--- src/rtl/fetch_pkg.sv ---
// Shared types and constants for the instruction-fetch sequencer.
package fetch_pkg;

   localparam logic [15:0] RESET_PC_DEF = 16'h0000;
   localparam logic [15:0] PC_STEP      = 16'd2;

   typedef enum logic [1:0] {
      ST_IDLE    = 2'd0,
      ST_FETCH   = 2'd1,
      ST_DELIVER = 2'd2,
      ST_HALTED  = 2'd3
   } fetch_state_t;

   // Instruction word plus its address context, as handed to decode.
   typedef struct packed {
      logic [15:0] inst;
      logic [15:0] pc;
      logic [15:0] pc_plus2;
   } fetch_rsp_t;

endpackage

--- src/rtl/pc_incr.sv ---
// Next-sequential-PC adder; wraps modulo 2^16 (0xFFFE -> 0x0000).
module pc_incr
   import fetch_pkg::*;
(
   input  logic [15:0] pc_i,
   output logic [15:0] pc_o
);

   assign pc_o = pc_i + PC_STEP;

endmodule

--- src/rtl/fetch_sequencer.sv ---
// Fetch controller: owns the PC, runs the imem req/ready handshake, hands
// instructions to decode, and handles redirects, wrong-path squash and HALT.
module fetch_sequencer
   import fetch_pkg::*;
#(
   parameter logic [15:0] RESET_PC = RESET_PC_DEF,
   parameter int          WIDTH    = 16
) (
   input  logic             clk,
   input  logic             rst,
   output logic             imem_req,
   output logic [WIDTH-1:0] imem_addr,
   input  logic             imem_ready,
   input  logic [WIDTH-1:0] imem_data,
   output logic             inst_valid,
   output logic [WIDTH-1:0] inst,
   output logic [WIDTH-1:0] inst_pc,
   output logic [WIDTH-1:0] inst_pc_plus2,
   input  logic             dec_ready,
   input  logic             redirect_valid,
   input  logic [WIDTH-1:0] redirect_pc,
   input  logic             halt,
   output logic             halted
);

   fetch_state_t     state_q, state_d;
   logic [WIDTH-1:0] pc_q, pc_d;
   logic [WIDTH-1:0] pend_pc_q, pend_pc_d;
   logic             squash_q, squash_d;
   logic             halt_pend_q, halt_pend_d;
   logic             req_q, req_d;
   logic             vld_q, vld_d;
   logic             halted_q, halted_d;
   fetch_rsp_t       rsp_q, rsp_d;
   logic [WIDTH-1:0] pc_plus2;
   logic [WIDTH-1:0] redir_tgt;

   assign redir_tgt = redirect_pc & {{(WIDTH-1){1'b1}}, 1'b0};

   pc_incr u_pc_incr (
      .pc_i (pc_q),
      .pc_o (pc_plus2)
   );

   always_comb begin
      state_d     = state_q;
      pc_d        = pc_q;
      pend_pc_d   = pend_pc_q;
      squash_d    = squash_q;
      halt_pend_d = halt_pend_q;
      req_d       = req_q;
      vld_d       = vld_q;
      halted_d    = halted_q;
      rsp_d       = rsp_q;
      case (state_q)
         ST_IDLE: begin
            state_d = ST_FETCH;
            req_d   = 1'b1;
         end
         ST_FETCH: begin
            if (imem_ready) begin
               // Transaction completes; a redirect seen now beats everything.
               squash_d    = 1'b0;
               halt_pend_d = 1'b0;
               if (redirect_valid) begin
                  pc_d = redir_tgt;
               end else if (halt_pend_q || halt) begin
                  state_d  = ST_HALTED;
                  req_d    = 1'b0;
                  halted_d = 1'b1;
               end else if (squash_q) begin
                  pc_d = pend_pc_q;
               end else begin
                  rsp_d   = '{inst: imem_data, pc: pc_q, pc_plus2: pc_plus2};
                  pc_d    = pc_plus2;
                  state_d = ST_DELIVER;
                  req_d   = 1'b0;
                  vld_d   = 1'b1;
               end
            end else if (redirect_valid) begin
               // Address must stay put mid-handshake; remember the target.
               squash_d    = 1'b1;
               pend_pc_d   = redir_tgt;
               halt_pend_d = 1'b0;
            end else if (halt) begin
               halt_pend_d = 1'b1;
            end
         end
         ST_DELIVER: begin
            if (redirect_valid) begin
               vld_d   = 1'b0;
               pc_d    = redir_tgt;
               state_d = ST_FETCH;
               req_d   = 1'b1;
            end else if (halt) begin
               vld_d    = 1'b0;
               state_d  = ST_HALTED;
               halted_d = 1'b1;
            end else if (dec_ready) begin
               vld_d   = 1'b0;
               state_d = ST_FETCH;
               req_d   = 1'b1;
            end
         end
         ST_HALTED: begin
            req_d    = 1'b0;
            vld_d    = 1'b0;
            halted_d = 1'b1;
         end
         default: begin
            state_d = ST_IDLE;
            req_d   = 1'b0;
            vld_d   = 1'b0;
         end
      endcase
   end

   always_ff @(posedge clk or negedge rst) begin
      if (!rst) begin
         state_q     <= ST_IDLE;
         pc_q        <= RESET_PC;
         pend_pc_q   <= '0;
         squash_q    <= 1'b0;
         halt_pend_q <= 1'b0;
         req_q       <= 1'b0;
         vld_q       <= 1'b0;
         halted_q    <= 1'b0;
         rsp_q       <= '0;
      end else begin
         state_q     <= state_d;
         pc_q        <= pc_d;
         pend_pc_q   <= pend_pc_d;
         squash_q    <= squash_d;
         halt_pend_q <= halt_pend_d;
         req_q       <= req_d;
         vld_q       <= vld_d;
         halted_q    <= halted_d;
         rsp_q       <= rsp_d;
      end
   end

   assign imem_req      = req_q;
   assign imem_addr     = pc_q;
   assign inst_valid    = vld_q;
   assign inst          = rsp_q.inst;
   assign inst_pc       = rsp_q.pc;
   assign inst_pc_plus2 = rsp_q.pc_plus2;
   assign halted        = halted_q;

endmodule

--- config.mk ---
export PLATFORM = sky130hd
export DESIGN_NAME = fetch_sequencer
export DESIGN_NICKNAME = d
export VERILOG_FILES = /design/src/rtl/fetch_pkg.sv /design/src/rtl/pc_incr.sv /design/src/rtl/fetch_sequencer.sv
export SDC_FILE = /design/constraint.sdc
export NUM_CORES = 1
export LEC_CHECK = 0
export CAP_MARGIN = 20
export CORE_MARGIN = 2
export CORE_UTILIZATION = 55
export CTS_CLUSTER_DIAMETER = 60
export DETAILED_ROUTE_END_ITERATION = 7
export DONT_BUFFER_PORTS = 1
export PLACE_DENSITY = 0.74
export SETUP_SLACK_MARGIN = 0.15
export SYNTH_ARGS = -nofsm -noshare
export SYNTH_HDL_FRONTEND = slang
export SYNTH_HIERARCHICAL = 1
export SYNTH_SLANG_ARGS = --single-unit
--- constraint.sdc ---
create_clock -name clk -period 2.1 [get_ports clk]
set_input_delay 0.21 -clock clk [delete_from_list [all_inputs] [get_ports clk]]
set_output_delay 0.21 -clock clk [all_outputs]
set_load 0.01 [all_outputs]
==> metrics.yaml, run 1 <==
logic_synthesis:
  yosys_register_bits: 86
  synth_warnings: 6
  avgSynthCellArea_sq_um: 12.5
  ys_seq_share: 0.522
  logic_family: "multiplexers"
  aoi_share: 0.0589
  synthDistinctLibCells: 36
  mux_share: 0.237
  synth-xor-area-share: 0.0276
  synth_nets: 377
place:
  dp_hpwl_mm: 5.77
critical_path:
  cp-start-kind: "flop"
  critPathArrivalTime_ns: 2.09
  crit_chain: "nand4_1, nor4_2, xor2_1, mux2i_1, nand2_1, o21ai_0, o21ai_0"
  critPathTopFamily: "simple AND/OR/NAND/NOR gates"
  rrSetupSlack_ns: 0.28
  path_class: "reg2reg"
  cp_num_buf_inv: 0
  cp.required_ns: 2.37
  max_stage_delay_ns: 0.52
  crit_fanout: 7
layout:
  sh_seq_area: 0.442
  clockNetworkAreaShare: 0.0450
  nNetsFinal: 423
  design_area_sq_um: 4870
  dominant_cells: "flip-flops and latches"
  buffers_excl_clock: 52
  num-multi-input-gates: 220
  drive_gt1_frac: 0.306
  seqCellArea_sq_um: 2150
  inverters_excl_clock: 8
  final-comb-area_sq_um: 1850
  lay_top_count: "dfrtp_1"
  antennaDiodeCount: 0
  lay_top_cells: "dfrtp_1 (85), mux2_2 (45), nand2_1 (35), o21ai_0 (35), dlygate4sd3_1 (33)"
  n_fill_cell: 528
  sh_comb_area: 0.379
detailed_routing:
  drt-total-wl_mm: 8.90
  route.vias.total: 2712
  routedWlPerCell_microns: 18.5
  drc: 0
  met2WireLength_mm: 4.40
  met1_length_mm: 3.74
  via_per_inst: 5.64
timing:
  fin_setup_tns_ns: 0
  drv_slew: 0
  clock_skew_ns: 0.00556
  timing.final.hold_violations: 86
  worstMarginPinSlew_ns: 0.331
  whs_ns: -0.461
  min_period_over_period: 0.865
  rsz0062_at_grt: "yes"
  finalCriticalPeriod_ns: 1.82
  maxSlewHeadroom: 0.777
  timing.fmax_ghz: 0.550
cts:
  cts_resized: 0
  cts_hold_buf: 29
  root_buffer: "clkbuf_8"
  cts_tree: "built"
  post_cts_buffers: 0
  cts_buffer_depth: 2
  clk_pin_slew_worst_paths_ns: 0.09
floorplan:
  std_cell_rows: 31
  core_sq_um: 7250
  fp_util: 0.569
  chipArea_sq_um: 8210
  n_tap_cell: 99
global_route:
  grt_util_met1: 0.290
  grt_pass1_wl_mm: 14.6
  top_usage_layer: "met2"
  grt_usage: 0.226
  grt_overflow: 0
  globalRouteMet3Util: 0.0785
  antenna_found_initial: 0
  grt_pass1_vias: 2833
worst_hold_path:
  hp-class: "in2async"
power_and_ir_drop:
  powerDensity_nw_per_um2: 1460
  p_leak_nw: 2.18
run_status:
  failed_checks: "negative hold slack"
  status: "complete, but fails checks"
flow_run:
  tool_warnings: 36
-- run 1: final timing paths --
check,startpoint,endpoint,cells after the start
min in group clk,halt,halt_pend_q$_DFFE_PN0P_,2
hold / removal,rst,inst[12]$_DFFE_PN0P_,0
setup / recovery,imem_addr[9]$_DFFE_PN0P_,imem_addr[15]$_DFFE_PN0P_,7
hold reg to reg,pend_pc_q[8]$_DFFE_PN0P_,pend_pc_q[8]$_DFFE_PN0P_,1
setup reg to reg,imem_addr[9]$_DFFE_PN0P_,imem_addr[15]$_DFFE_PN0P_,7
max in group asynchronous,rst,inst_pc[6]$_DFFE_PN0P_,0
-- run 1: power by group --
group,switching [mW],internal [mW]
registers,0.863,2.43
logic,1.20,1.33
clock network,0.610,0.674
total,2.68,4.44
-- run 1: cell usage after synthesis (all sizes together) --
master,count,area share
nand4,2,0.0046
or4,1,0.0027
o21a,1,0.0018
nand2,36,0.033
xor2,9,0.019
mux2i,17,0.041
clkbuf,8,0.0073
a31o,1,0.0021
nor3,4,0.0049
nor4b,1,0.0021
o221ai,1,0.0021
a22oi,1,0.0018
mux2,65,0.20
nor3b,1,0.0018
o21ai,35,0.042
and3b,1,0.0021
a21oi,4,0.0049
nor4,4,0.012
buf,9,0.023
nand2b,2,0.0030
dfrtp,86,0.52
o211ai,1,0.0018
or4b,1,0.0024
nand3,9,0.013
xnor2,4,0.0085
nor2,10,0.011
a211oi,1,0.0018
inv,8,0.0073
ha,8,0.024
-- run 1: metrics by stage --
stage,std cells,hold WS [ns],total power [mW],util
2_1_floorplan,331,-0.0856,5.04,-
3_3_place_gp,431,-0.0838,5.62,0.592
3_5_place_dp,431,-0.0837,5.76,0.592
4_1_cts,476,-0.476,7.10,0.662
5_1_grt,481,-0.492,7.59,0.671
6_report,481,-0.461,7.11,0.671
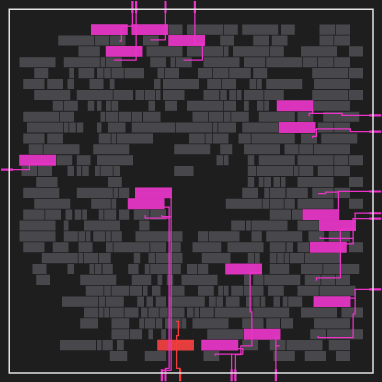
**Above:** run 1 (nets reached from selected ports).
(4 px per micron)
magenta -> inst_pc  # bits 16, direction output, edge 6 right, 5 bottom, 4 top, 1 left, end cells 16, buffers 0, wire 359 microns
red -> imem_req  # bits 1, direction output, edge bottom, end cells 1, buffers 0, wire 18.4 microns
port bufs: 0
Top Ports: 105

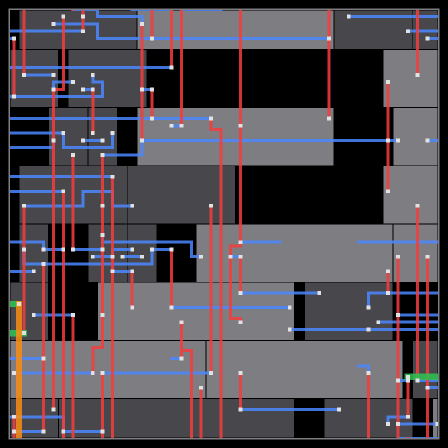
**Above:** run 1 (zoomed window).
Region (58, 58) to (78, 78) microns. Cells in gray, sequential cells in the stronger gray; small squares are vias.
orange -> met4
green -> met3
blue -> met1
red -> met2
most frequent = dfrtp_1 (6), nand2_1 (3)
netlist names of flops here include = imem_addr (2), inst_pc (2)
cells with their middle in the window = 20
sequential cells in the window = 6

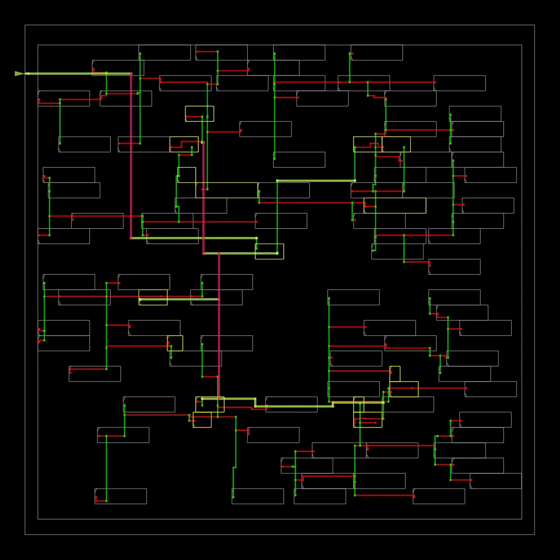
**Above:** run 1 (clock wiring as the flow saved it).
Inserted Clock Buffers: 9
CLK BUF: 9
Latency at later pin: 0.35 ns
FF+latch count: 86
Clock Sinks: 86

## Run 2: what changed since run 1
- SLEW_MARGIN: unset -> 20
==> metrics.yaml, run 2 <==
critical_path:
  crit_fanout: 7
  cp_num_buf_inv: 0
  r2r_end: "imem_addr[15]$_DFFE_PN0P_"
  critPathArrivalTime_ns: 2.09
  rrSetupSlack_ns: 0.28
  r2r-start: "imem_addr[9]$_DFFE_PN0P_"
  cp.required_ns: 2.37
  crit_path_end_kind: "flop"
  max_stage_delay_ns: 0.52
  critPathTopFamily: "simple AND/OR/NAND/NOR gates"
  path_class: "reg2reg"
  crit_chain: "nand4_1, nor4_2, xor2_1, mux2i_1, nand2_1, o21ai_0, o21ai_0"
  cp-start-kind: "flop"
  slowest_stage: "dfrtp_1"
  crit_start: "imem_addr[9]$_DFFE_PN0P_"
  cp_num_cells: 7
  cp_common_cell: "o21ai_0"
  reg2regPathDepth: 7
  endpoint: "imem_addr[15]$_DFFE_PN0P_"
detailed_routing:
  ant_nets: 0
  via_per_inst: 5.64
  drc: 0
  first_iter_violations: 86
  first_pass_iters: 4
timing:
  layout_setup_ws_ns: 0.283
  maxSlewHeadroom: 0.777
  rsz0062_at_grt: "yes"
  setup_viol: 0
  whs_ns: -0.461
  drv_slew: 0
  timing.fmax_ghz: 0.550
  worstMarginPinSlew_ns: 0.331
  finalCriticalPeriod_ns: 1.82
  fin_setup_tns_ns: 0
  timing.final.hold_violations: 86
  clock_skew_ns: 0.00556
  min_period_over_period: 0.865
floorplan:
  std_cell_rows: 31
  num_io_pins: 105
  core_sq_um: 7250
  die_w_microns: 90.6
  die.size.y_microns: 90.6
  chipArea_sq_um: 8210
  fp_util: 0.569
cts:
  clk_pin_slew_worst_paths_ns: 0.09
  cts_buffer_depth: 2
  root_buffer: "clkbuf_8"
  numCtsBuffers: 9
  htreeDepth: 3
  cts_tree: "built"
  clk_latency_ns: 0.35
  cts_sinks: 86
logic_synthesis:
  synth_area_sq_um: 4120
  yosys_register_bits: 86
  netlist.area_leader.share: 0.522
  synthArstFlopShare: 1.00
  synth_top_cell_by_area: "dfrtp_1"
  synthDistinctLibCells: 36
  synth_warnings: 6
  syn_inst: 331
  synth_nets: 377
  top_cells_by_area: "dfrtp_1 (52%), mux2_2 (12%), mux2_4 (7.3%)"
  yosys-top-cells-count: "dfrtp_1 (86), mux2_2 (45), nand2_1 (36)"
  flop_cell: "dfrtp_1"
  avgSynthCellArea_sq_um: 12.5
  edf_count: 0
  ys_chip_area_sq_um: 4120
  ys_seq_share: 0.522
  synth.most_common_cell: "dfrtp_1"
  ys_cells: 331
global_route:
  grt_overflow: 0
  grt_pass1_vias: 2833
  grt_pass1_wl_mm: 14.6
  grt_start_max_net_pins: 87
  antenna_found_initial: 0
run_status:
  status: "complete, but fails checks"
  failed_checks: "negative hold slack"
place:
  port_buffers: 0
  place_congestion: 0.848
  dp_slack_ns: 0.230
  placed_cell_area_sq_um: 4290
  placed_cells: 431
  dp_hpwl_mm: 5.77
layout:
  design_area_sq_um: 4870
  layout.cells.non_filler: 481
  lay_top_count: "dfrtp_1"
  drive_gt1_frac: 0.306
  area_growth_pct: 18.1
  utilization: 0.671
  nNetsFinal: 423
  antennaDiodeCount: 0
  lay_top_cells: "dfrtp_1 (85), mux2_2 (45), nand2_1 (35), o21ai_0 (35), dlygate4sd3_1 (33)"
worst_hold_path:
  hp-class: "in2async"
flow_run:
  max_cap_viol_count: 0
  tool_warnings: 36
power_and_ir_drop:
  powerDensity_nw_per_um2: 1460
  ir_drop_mv: 0.701
  total_power_mw: 7.11
  p_leak_nw: 2.18
## run 2: cell counts after synthesis
Identical to the previous run, type by type.
## run 2: worst register-to-register path, stage by stage, from the launching register on
cell and delay (ns):
dfrtp_1 0.52, nand4_1 0.26, nor4_2 0.33, xor2_1 0.22
mux2i_1 0.10, nand2_1 0.07, o21ai_0 0.07, o21ai_0 0.17
## run 2: kinds of logic (layout without fill, tap and decap cells)
| group | Yosys count | count (layout) | share of synthesized area |
|---|---|---|---|
| AND/OR/NAND/NOR | 72 | 72 | 0.0928 |
| AND-OR/OR-AND | 45 | 45 | 0.0589 |
| buffers and inverters | 25 | 76 | 0.0376 |
| flip-flops | 86 | 86 | 0.522 |
| multiplexers | 82 | 82 | 0.237 |
| XOR/XNOR | 13 | 13 | 0.0276 |
| adder cells (fa/ha/maj) | 8 | 8 | 0.0243 |
## run 2: timing repair
item                                   4_1_cts  5_1_grt
setup endpoints to repair                    0        8
endpoints found under the hold margin      115       90
buffers inserted                             0        1
gates resized                                0        5
hold buffers                                29        4
## run 2: cell type report
| type | count | area [sq um] |
|---|---|---|
| Inverter | 8 | 30.0 |
| Fill cell | 528 | 2380 |
| Timing Repair Buffer | 52 | 498 |
| Clock inverter | 7 | 95.1 |
| Tap cell | 99 | 124 |
| Sequential cell | 86 | 2150 |
| Multi-Input combinational cell | 220 | 1850 |
| Clock buffer | 9 | 124 |
## run 2: power breakdown
part | internal [mW] | switching [mW] | total, mW
Clock | 0.674 | 0.610 | 1.28
Sequential | 2.43 | 0.863 | 3.29
Combinational | 1.33 | 1.20 | 2.54
## run 2: routing by layer
layer / share of wire / wire (microns) / GRT usage
met3: 0.070 / 621 / 0.0785
met5: 0 / 0 / 0
met2: 0.49 / 4400 / 0.363
met4: 0.016 / 146 / 0.0667
met1: 0.42 / 3740 / 0.290
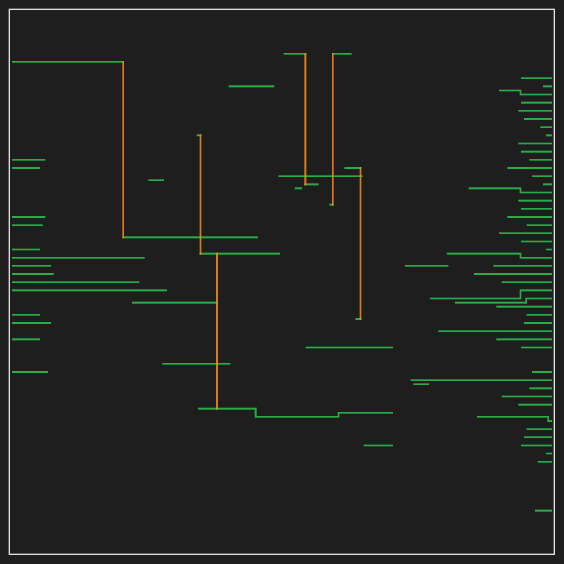
**Above:** run 2 (routed metal, one color a layer).
(6 px per micron) Only two layers are drawn.
green -> met3  # wire length 621 microns
orange -> met4  # wire length 147 microns
total global-route track usage: 0.226
final wirelength: 8.90 mm
via count: 2712
per-cell routed wire length: 18.5 microns

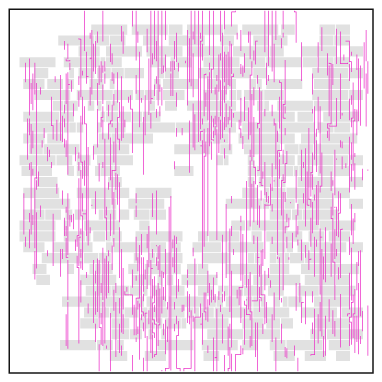
**Above:** run 2 (the metal 2 layer).
(4 px per micron)
wire length on this layer = 4400 microns
nets with wire on the layer = 369
longest straight run = 43.5 microns
share of all routed wire = 49%
met2 Usage GRT: 0.363

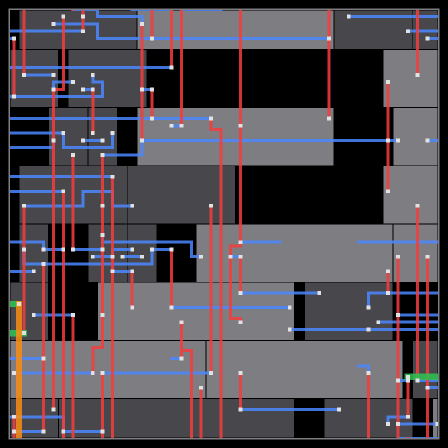
**Above:** run 2 (zoomed window).
Region (58, 58) to (78, 78) microns. Cells in gray, sequential cells in the stronger gray; small squares are vias.
orange -> met4
green -> met3
blue -> met1
red -> met2
most frequent = dfrtp_1 (6), nand2_1 (3)
netlist names of flops here include = imem_addr (2), inst_pc (2)
sequential cells in the window = 6
cells with their middle in the window = 20

No activity file was given, so power comes from the tool's default toggle rates.
